### Signal wires on met4, run 1

Drawn at 2 px/µm. Supply wires on this layer in grey.
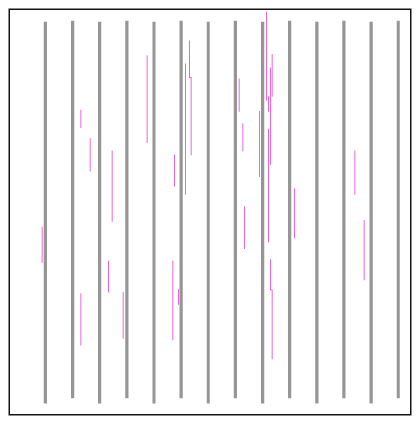
### Signal wires by layer, run 1

Drawn at 2 px/µm. Two of the layers only.
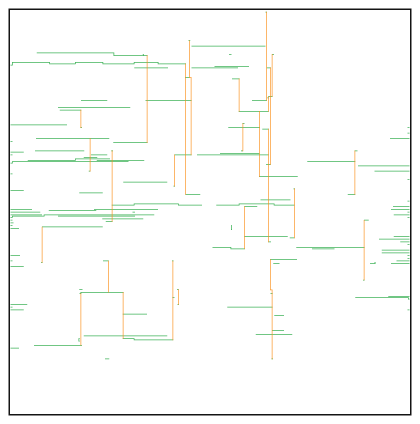
### Routing congestion map, run 1

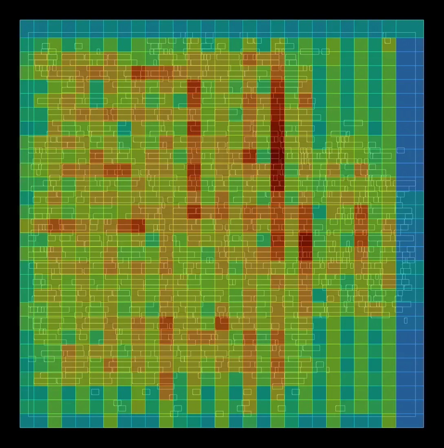
### The metal 1 layer, run 1

Drawn at 3 px/µm. Supply wires on this layer in grey.
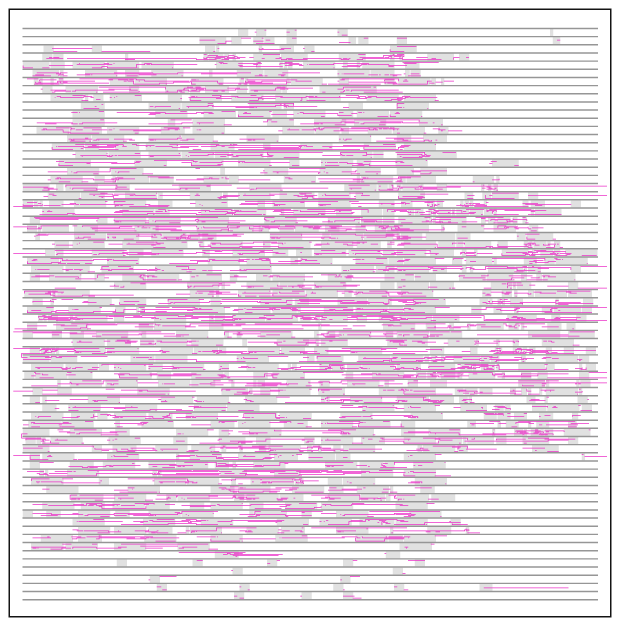
==> config.mk <==
export PLATFORM = sky130hd
export DESIGN_NAME = axi2ahb_wdata_buf
export DESIGN_NICKNAME = d
export VERILOG_FILES = /design/src/rtl/axi2ahb_pkg.sv /design/src/rtl/axi2ahb_sfifo.sv /design/src/rtl/axi2ahb_wdata_buf.sv
export SDC_FILE = /design/constraint.sdc
export NUM_CORES = 1
export LEC_CHECK = 0
export ABC_CLOCK_PERIOD_IN_PS = 4610
export CAP_MARGIN = 5
export CORE_AREA = 4 4 196 198
export CTS_BUF_LIST = sky130_fd_sc_hd__clkbuf_2 sky130_fd_sc_hd__clkbuf_4 sky130_fd_sc_hd__clkbuf_8
export CTS_CLUSTER_SIZE = 12
export DETAILED_ROUTE_END_ITERATION = 16
export DIE_AREA = 0 0 200 202
export GPL_TIMING_DRIVEN = 0
export PLACE_DENSITY_LB_ADDON = 0.2
export RECOVER_POWER = 25
export SLEW_MARGIN = 20
export SYNTH_ARGS = -nofsm -noshare
export SYNTH_HDL_FRONTEND = slang
export SYNTH_SLANG_ARGS = --single-unit
==> constraint.sdc <==
create_clock -name ACLK -period 4.61 [get_ports ACLK]
set_clock_uncertainty 0.05 [all_clocks]
set_input_delay 1.383 -clock ACLK [delete_from_list [all_inputs] [get_ports ACLK]]
set_output_delay 1.383 -clock ACLK [all_outputs]
set_load 0.03 [all_outputs]
==> src/rtl/axi2ahb_pkg.sv <==
// Shared constants for the AXI-to-AHB write-data buffer.
//   RESP_*  : AXI BRESP encodings produced by the buffer
//   HRESP_* : AHB-Lite HRESP encodings sampled by the buffer
package axi2ahb_pkg;

    localparam logic [1:0] RESP_OKAY   = 2'b00;
    localparam logic [1:0] RESP_SLVERR = 2'b10;

    localparam logic HRESP_OKAY  = 1'b0;
    localparam logic HRESP_ERROR = 1'b1;

    // A burst reports SLVERR if any of its data phases returned ERROR.
    function automatic logic [1:0] bresp_from_err(input logic err);
        return err ? RESP_SLVERR : RESP_OKAY;
    endfunction

endpackage

==> src/rtl/axi2ahb_sfifo.sv <==
// Synchronous FIFO, power-of-2 depth, no bypass.
//   gclk/grst_n : clock, async active-low reset (clears pointers/count)
//   push/wdata  : write port, ignored when full
//   pop/rdata   : read port, rdata is the head entry, pop ignored when empty
//   count       : occupancy, full/empty flags
module axi2ahb_sfifo #(
    parameter int WIDTH = 8,
    parameter int DEPTH = 4
) (
    input  logic                       gclk,
    input  logic                       grst_n,
    input  logic                       push,
    input  logic [WIDTH-1:0]           wdata,
    input  logic                       pop,
    output logic [WIDTH-1:0]           rdata,
    output logic [$clog2(DEPTH):0]     count,
    output logic                       full,
    output logic                       empty
);
    localparam int AW = $clog2(DEPTH);
    localparam int CW = AW + 1;

    logic [WIDTH-1:0] mem [DEPTH];
    logic [AW-1:0]    wr_ptr, rd_ptr;
    logic             do_push, do_pop;

    assign full    = (count == CW'(DEPTH));
    assign empty   = (count == '0);
    // Full: a pop cannot free room for a same-cycle push. Empty: a push
    // cannot be popped in the same cycle.
    assign do_push = push && !full;
    assign do_pop  = pop && !empty;
    assign rdata   = mem[rd_ptr];

    always_ff @(posedge gclk) begin
        if (do_push) mem[wr_ptr] <= wdata;
    end

    always_ff @(posedge gclk or negedge grst_n) begin
        if (!grst_n) begin
            wr_ptr <= '0;
            rd_ptr <= '0;
            count  <= '0;
        end else begin
            if (do_push) wr_ptr <= wr_ptr + AW'(1);
            if (do_pop)  rd_ptr <= rd_ptr + AW'(1);
            case ({do_push, do_pop})
                2'b10:   count <= count + CW'(1);
                2'b01:   count <= count - CW'(1);
                default: count <= count;
            endcase
        end
    end

endmodule

==> src/rtl/axi2ahb_wdata_buf.sv <==
// AXI W/B side of an AXI-to-AHB write bridge.
//   W channel   : WDATA/WSTRB/WLAST buffered in a beat FIFO (WREADY = not full)
//   cmd_*       : AW IDs queued in order, one per burst
//   ctrl_wdata_*: head beat offered to the AHB controller; a pop starts the
//                 AHB address phase, the beat is then driven on HWDATA
//   HREADY/HRESP: AHB data-phase completion and error
//   B channel   : {BID, BRESP} queued per completed burst
module axi2ahb_wdata_buf
    import axi2ahb_pkg::*;
#(
    parameter int AXI_ID_WIDTH   = 1,
    parameter int AXI_DATA_WIDTH = 32,
    parameter int WDATA_DEPTH    = 8,
    parameter int ID_DEPTH       = 4,
    parameter int B_DEPTH        = 2
) (
    input  logic                        ACLK,
    input  logic                        ARESETN,
    input  logic [AXI_DATA_WIDTH-1:0]   WDATA,
    input  logic [AXI_DATA_WIDTH/8-1:0] WSTRB,
    input  logic                        WLAST,
    input  logic                        WVALID,
    output logic                        WREADY,
    output logic [AXI_ID_WIDTH-1:0]     BID,
    output logic [1:0]                  BRESP,
    output logic                        BVALID,
    input  logic                        BREADY,
    output logic [AXI_DATA_WIDTH-1:0]   HWDATA,
    input  logic                        HREADY,
    input  logic                        HRESP,
    input  logic [AXI_ID_WIDTH-1:0]     cmd_id,
    input  logic                        cmd_valid,
    output logic                        cmd_ready,
    output logic [AXI_DATA_WIDTH/8-1:0] ctrl_wdata_strb,
    output logic                        ctrl_wdata_last,
    output logic                        ctrl_wdata_valid,
    input  logic                        ctrl_wdata_ready
);
    localparam int SW     = AXI_DATA_WIDTH / 8;
    localparam int BEAT_W = AXI_DATA_WIDTH + SW + 1;
    localparam int B_W    = AXI_ID_WIDTH + 2;
    localparam int BCW    = $clog2(B_DEPTH) + 1;

    // Ready outputs stay low until the first clock after reset release.
    logic out_of_rst;

    logic [AXI_DATA_WIDTH-1:0] hd_data;
    logic [SW-1:0]             hd_strb;
    logic                      hd_last;
    logic                      beat_push, beat_pop, beat_full, beat_empty;
    logic [$clog2(WDATA_DEPTH):0] beat_count;

    logic [AXI_ID_WIDTH-1:0]   id_head;
    logic                      id_push, id_pop, id_full, id_empty;
    logic [$clog2(ID_DEPTH):0] id_count;

    logic [B_W-1:0]            b_wdata, b_head;
    logic                      b_push, b_pop, b_full, b_empty;
    logic [BCW-1:0]            b_count, b_free;

    logic                      dp_valid, dp_last, err_flag, mid_burst;
    logic [BCW-1:0]            in_flight;
    logic                      cmd_fire, id_avail, dp_stall_id, dp_done, first_pop;
    logic                      unused_sig;

    assign unused_sig = ^{beat_count, id_count, b_full};

    always_ff @(posedge ACLK or negedge ARESETN) begin
        if (!ARESETN) out_of_rst <= 1'b0;
        else          out_of_rst <= 1'b1;
    end

    // ---------------- beat FIFO ----------------
    assign WREADY    = out_of_rst && !beat_full;
    assign beat_push = WVALID && WREADY;
    assign beat_pop  = ctrl_wdata_valid && ctrl_wdata_ready;

    axi2ahb_sfifo #(.WIDTH(BEAT_W), .DEPTH(WDATA_DEPTH)) u_beat_fifo (
        .gclk(ACLK), .grst_n(ARESETN),
        .push(beat_push), .wdata({WDATA, WSTRB, WLAST}),
        .pop(beat_pop), .rdata({hd_data, hd_strb, hd_last}),
        .count(beat_count), .full(beat_full), .empty(beat_empty)
    );

    // ---------------- ID queue ----------------
    assign cmd_ready = out_of_rst && !id_full;
    assign cmd_fire  = cmd_valid && cmd_ready;
    // An ID arriving in the same cycle satisfies a waiting last beat; it is
    // then consumed directly instead of being queued.
    assign id_avail  = !id_empty || cmd_fire;
    assign id_pop    = b_push && !id_empty;
    assign id_push   = cmd_fire && !(b_push && id_empty);

    axi2ahb_sfifo #(.WIDTH(AXI_ID_WIDTH), .DEPTH(ID_DEPTH)) u_id_fifo (
        .gclk(ACLK), .grst_n(ARESETN),
        .push(id_push), .wdata(cmd_id),
        .pop(id_pop), .rdata(id_head),
        .count(id_count), .full(id_full), .empty(id_empty)
    );

    // ---------------- data phase ----------------
    // A last beat without a known ID is held in its data phase.
    assign dp_stall_id = dp_valid && dp_last && !id_avail;
    assign dp_done     = dp_valid && HREADY && !dp_stall_id;
    assign first_pop   = beat_pop && !mid_burst;

    always_ff @(posedge ACLK or negedge ARESETN) begin
        if (!ARESETN) begin
            dp_valid  <= 1'b0;
            dp_last   <= 1'b0;
            HWDATA    <= '0;
            mid_burst <= 1'b0;
        end else if (beat_pop) begin
            dp_valid  <= 1'b1;
            dp_last   <= hd_last;
            HWDATA    <= hd_data;
            mid_burst <= !hd_last;
        end else if (dp_done) begin
            dp_valid  <= 1'b0;
        end
    end

    always_ff @(posedge ACLK or negedge ARESETN) begin
        if (!ARESETN)                          err_flag <= 1'b0;
        else if (b_push)                       err_flag <= 1'b0;
        else if (dp_done && HRESP == HRESP_ERROR) err_flag <= 1'b1;
    end

    // Bursts that have started issuing but not yet produced their response.
    always_ff @(posedge ACLK or negedge ARESETN) begin
        if (!ARESETN)                in_flight <= '0;
        else if (first_pop && !b_push) in_flight <= in_flight + BCW'(1);
        else if (!first_pop && b_push) in_flight <= in_flight - BCW'(1);
    end

    // A new burst starts only if every started burst, plus this one, is
    // guaranteed a B slot; this keeps the B push from ever meeting a full FIFO.
    assign b_free           = BCW'(B_DEPTH) - b_count;
    assign ctrl_wdata_valid = !beat_empty && (mid_burst || (b_free > in_flight)) && !dp_stall_id;
    assign ctrl_wdata_strb  = beat_empty ? '0 : hd_strb;
    assign ctrl_wdata_last  = !beat_empty && hd_last;

    // ---------------- B FIFO ----------------
    assign b_push  = dp_done && dp_last;
    assign b_wdata = {(id_empty ? cmd_id : id_head),
                      bresp_from_err(err_flag || HRESP == HRESP_ERROR)};
    assign BVALID  = !b_empty;
    assign b_pop   = BVALID && BREADY;
    assign BID     = b_empty ? '0 : b_head[B_W-1:2];
    assign BRESP   = b_empty ? RESP_OKAY : b_head[1:0];

    axi2ahb_sfifo #(.WIDTH(B_W), .DEPTH(B_DEPTH)) u_b_fifo (
        .gclk(ACLK), .grst_n(ARESETN),
        .push(b_push), .wdata(b_wdata),
        .pop(b_pop), .rdata(b_head),
        .count(b_count), .full(b_full), .empty(b_empty)
    );

endmodule

==> results.tsv, run 1 <==
metric	value	unit
outcome	finished, violations left	
violations_in_the_final_reports	max-capacitance violations, max-slew violations	
enable_flop_cells	304	
yosys.stat.seqShare	75.30	%
post_synth_main_area_contributors	edfxtp_1 65%, mux4_2 12%, dfrtp_1 11%	
min_path_type	reg -> reg	
drv.max_cap_violation_count	1	
synth_adder_area_share	1.702	%
grt_first_pass_wirelength	45970	µm
worstPathArrival	3.07	ns
largest_register_ffs	296	
report.final.slew_viol_count	45	
cts-root-to-sink-buffers	3	
fillerInstances	3054	
top_signal_layer_used	met4	
seqAreaFraction	61.39	%
postSynthCellCount	713	
num_antenna_cells	2	
final_design_utilization	47.41	%
final.signal_inverter_count	19	
root_buffer	clkbuf_8	
routedLengthMet1	13640	µm
comb_cell_power	3.78	mW
r2r_cells	16	
largest-register	u_beat_fifo.mem	
cts-buffers-inserted	57	
yosys_most_used_dff	edfxtp_1	
drc	0	
layout_worst_path_cycle_share	97.69	%
setup_repair_after_global_routing_missed_its_margin	no	
clock_buffer_count	77	
cts_setup_buffers	0	
routed_via_density	5.031	
worst-path-stages	5	
crit_path_max_incr_delay	0.52	ns
total_of_endpoints_with_negative_setup_slack_in_the_final_report	0	
worst-r2r-setup-slack	0.92	ns
fin_nets	943	
drtAntennaViolNets	0	
cp-startpoint	cmd_valid	
final-seq-area	10630	µm²
yosysWarnings	0	
vdd_drop_max	0.0003111	V
yosys.area.top_type_share	64.66	%
hold_path.startpoint	HWDATA[31]	
worst_r2r_startpoint	u_b_fifo.count[0]	
synth_top_cell_by_area	edfxtp_1	
synth.cellmix.compoundShare	2.154	%
synth_cell_type_count	37	
About 'Signal wires on met4':
The longest straight run is 65.3 µm. The layer holds 2.5% of the routed length.

About 'Signal wires by layer':
Key: green = met3 [wire length 1680 µm]; orange = met4 [wire length 760 µm]
Avg WL per Cell: 21.52 µm
wire length after detailed routing: 30090 µm
via total after detailed routing: 7033
total global-route track usage: 15.06%

About 'Routing congestion map':
grt met3 use: 3.284%
met2 usage in global routing: 23.04%
GR peak layer: met2

About 'The metal 1 layer':
The wires run mostly horizontal. The layer holds 45% of the routed length. The longest straight run is 66.2 µm. The layer carries 13600 µm of wire. 877 nets have wire on it.

### Where the registers sit, run 1

Drawn at 2 px/µm.
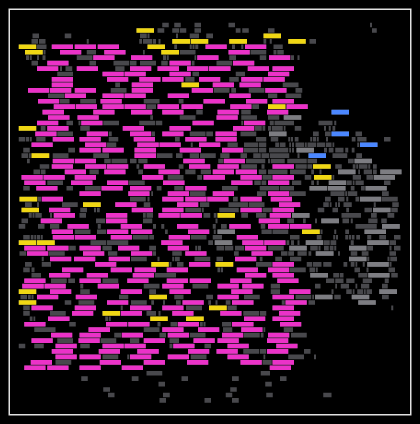

==> run 1 -> run 2 <==
--- a/config.mk
+++ b/config.mk
@@ -7,11 +7,11 @@
 export LEC_CHECK = 0
 export ABC_CLOCK_PERIOD_IN_PS = 4610
 export CAP_MARGIN = 5
-export CORE_AREA = 4 4 196 198
+export CORE_AREA = 4 4 158 160
 export CTS_BUF_LIST = sky130_fd_sc_hd__clkbuf_2 sky130_fd_sc_hd__clkbuf_4 sky130_fd_sc_hd__clkbuf_8
 export CTS_CLUSTER_SIZE = 12
 export DETAILED_ROUTE_END_ITERATION = 16
-export DIE_AREA = 0 0 200 202
+export DIE_AREA = 0 0 162 164
 export GPL_TIMING_DRIVEN = 0
 export PLACE_DENSITY_LB_ADDON = 0.2
 export RECOVER_POWER = 25
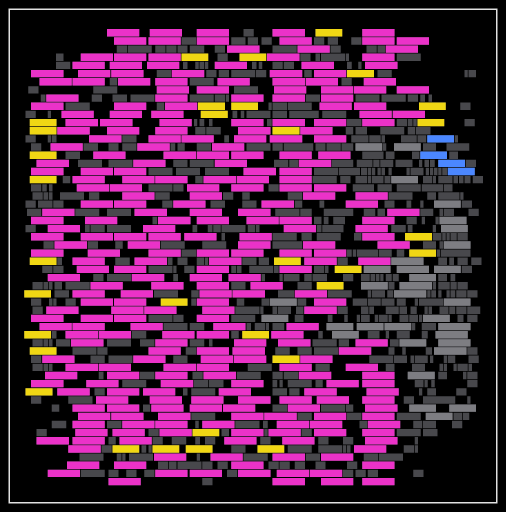
*Where the registers sit, run 2*
Drawn at 3 px/µm.
Key: blue = u_beat_fifo.count [sequential cells 4]; yellow = HWDATA [sequential cells 32, where spread over the die]; magenta = u_beat_fifo.mem [sequential cells 296]
Another 32 sequential cells are not coloured.

==> run 2 against run 1 <==
Compared with the run above:
- the run still ends with max-capacitance violations, max-slew violations left
- highest routed layer is now met5
- utilization up 25 points
- register-to-register slack worse by 0.07 ns
- hold slack worse by 0.0021 ns
- fmax is 3.0% higher
- global-route usage rose by 7.6 points
- non-clock buffer count shrank 2
- sequential power about the same
- wire length down 3.4%
- combinational power barely moved
==> results.tsv, run 2 <==
metric	value	unit	change
comb_cell_power	3.77	mW	about the same
largest_register_ffs	296		unchanged
setup_repair_after_global_routing_missed_its_margin	no		
enable_flop_cells	304		unchanged
postSynthCellCount	713		unchanged
synth_cell_type_count	37		unchanged
clock_buffer_count	92		+19%
grt_use_total	22.67	%	+7.6 points
post_synth_main_area_contributors	edfxtp_1 65%, mux4_2 12%, dfrtp_1 11%		
dpl.hpwl	18300	µm	
min_path_type	reg -> reg		
num_antenna_cells	2		unchanged
global_route.usage.met3	3.890	%	+0.61 points
drtAntennaViolNets	0		unchanged
total_of_endpoints_with_negative_setup_slack_in_the_final_report	0		unchanged
worstPathArrival	2.94	ns	-0.13 ns
cts-root-to-sink-buffers	3		unchanged
worst-r2r-setup-slack	0.85	ns	-0.07 ns
crit_path_max_incr_delay	0.63	ns	+0.11 ns
worst_r2r_startpoint	u_b_fifo.count[0]		
drv.max_cap_violation_count	2		+1
cp-startpoint	u_beat_fifo.rd_ptr[0]		
top_signal_layer_used	met5		
fillerInstances	1436		-53%
globalRoute.busiestLayer	met2		
final_design_utilization	72.51	%	+25 points
cts-buffers-inserted	55		-3.5%
root_buffer	clkbuf_8		
yosys.stat.seqShare	75.30	%	unchanged
dr_total_vias	7143		+1.6%
violations_in_the_final_reports	max-capacitance violations, max-slew violations		
yosys_most_used_dff	edfxtp_1		
outcome	finished, violations left		
grt.met2_usage	38.49	%	+15 points
report.final.slew_viol_count	63		+40%
grt_first_pass_wirelength	45110	µm	-1.9%
wire_per_inst	23.41	µm	+8.8%
synth.cellmix.compoundShare	2.154	%	unchanged
synth_adder_area_share	1.702	%	unchanged
final.signal_inverter_count	19		unchanged
yosys.area.top_type_share	64.66	%	unchanged
drc	0		unchanged
fin_nets	939		-0.42%
routed_via_density	5.751		+14%
r2r_cells	16		unchanged
cts_setup_buffers	1		+1
synth_top_cell_by_area	edfxtp_1		
routed_wirelength	29080	µm	-3.4%
### Signal wires by layer, run 2

Drawn at 3 px/µm. Two of the layers only.
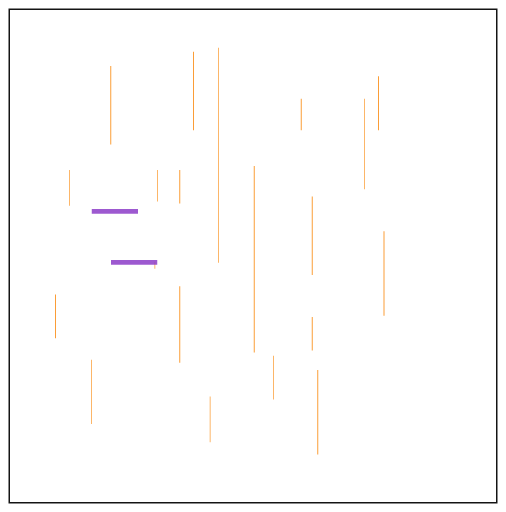

==> run 2 -> run 3 <==
--- a/config.mk
+++ b/config.mk
@@ -7,11 +7,11 @@
 export LEC_CHECK = 0
 export ABC_CLOCK_PERIOD_IN_PS = 4610
 export CAP_MARGIN = 5
-export CORE_AREA = 4 4 158 160
+export CORE_AREA = 2 2 156 158
 export CTS_BUF_LIST = sky130_fd_sc_hd__clkbuf_2 sky130_fd_sc_hd__clkbuf_4 sky130_fd_sc_hd__clkbuf_8
 export CTS_CLUSTER_SIZE = 12
 export DETAILED_ROUTE_END_ITERATION = 16
-export DIE_AREA = 0 0 162 164
+export DIE_AREA = 0 0 158 160
 export GPL_TIMING_DRIVEN = 0
 export PLACE_DENSITY_LB_ADDON = 0.2
 export RECOVER_POWER = 25
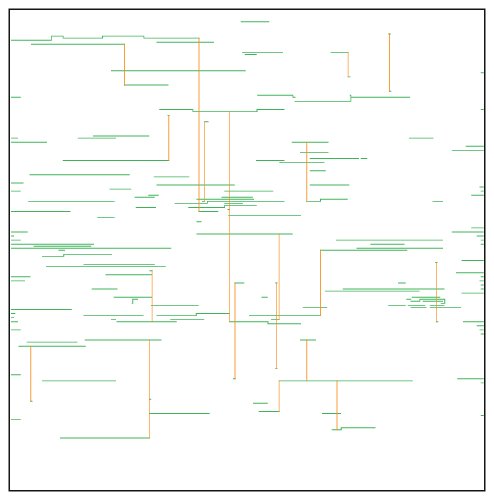
*Signal wires by layer, run 3*
Drawn at 3 px/µm. Two of the layers only.
Key: green = met3 [wire length 1800 µm]; orange = met4 [wire length 469 µm]

==> run 3 against run 2 <==
Compared with the run above:
- sequential share of layout area up 0.33 points
- register-to-register slack gained 0.13 ns
- hold slack worse by 0.0036 ns
- fmax decreased by 2.8%
- first-iteration DRC count is 7.5% lower
- clock power decreased by 8.1%
- setup slack worse by 0.13 ns
- critical path depth is 1 lower
- the run still ends with max-capacitance violations, max-slew violations left
- utilization decreased by 1.7 points
- power down 2.3%
- synthesized cell count unchanged
- critical endpoint is now ctrl_wdata_valid
- highest routed layer is now met4
==> results.tsv, run 3 <==
metric	value	unit	change
drtAntennaViolNets	0		unchanged
grt_first_pass_wirelength	44300	µm	-1.8%
root_buffer	clkbuf_8		
largest_register_ffs	296		unchanged
violations_in_the_final_reports	max-capacitance violations, max-slew violations		
outcome	finished, violations left		
comb_cell_power	3.74	mW	about the same
worstPathArrival	3.07	ns	+0.13 ns
post_synth_main_area_contributors	edfxtp_1 65%, mux4_2 12%, dfrtp_1 11%		
cts-buffers-inserted	54		-1.8%
r2r_cells	16		unchanged
top_signal_layer_used	met4		
yosys.stat.seqShare	75.30	%	unchanged
dpl.hpwl	18330	µm	+0.16%
yosys.area.top_type_share	64.66	%	unchanged
globalRoute.busiestLayer	met2		
final.signal_inverter_count	19		unchanged
min_path_type	reg -> reg		
fillerInstances	1527		+6.3%
synth_adder_area_share	1.702	%	unchanged
cts_setup_buffers	0		-1
report.final.slew_viol_count	38		-40%
enable_flop_cells	304		unchanged
setup_repair_after_global_routing_missed_its_margin	no		
crit_path_max_incr_delay	0.52	ns	-0.11 ns
synth.cellmix.compoundShare	2.154	%	unchanged
routed_via_density	5.708		-0.75%
synth_cell_type_count	37		unchanged
final_design_utilization	70.86	%	-1.7 points
yosys_most_used_dff	edfxtp_1		
total_of_endpoints_with_negative_setup_slack_in_the_final_report	0		unchanged
drv.max_cap_violation_count	1		-1
drc	0		unchanged
Power and IR drop assume default switching activity.
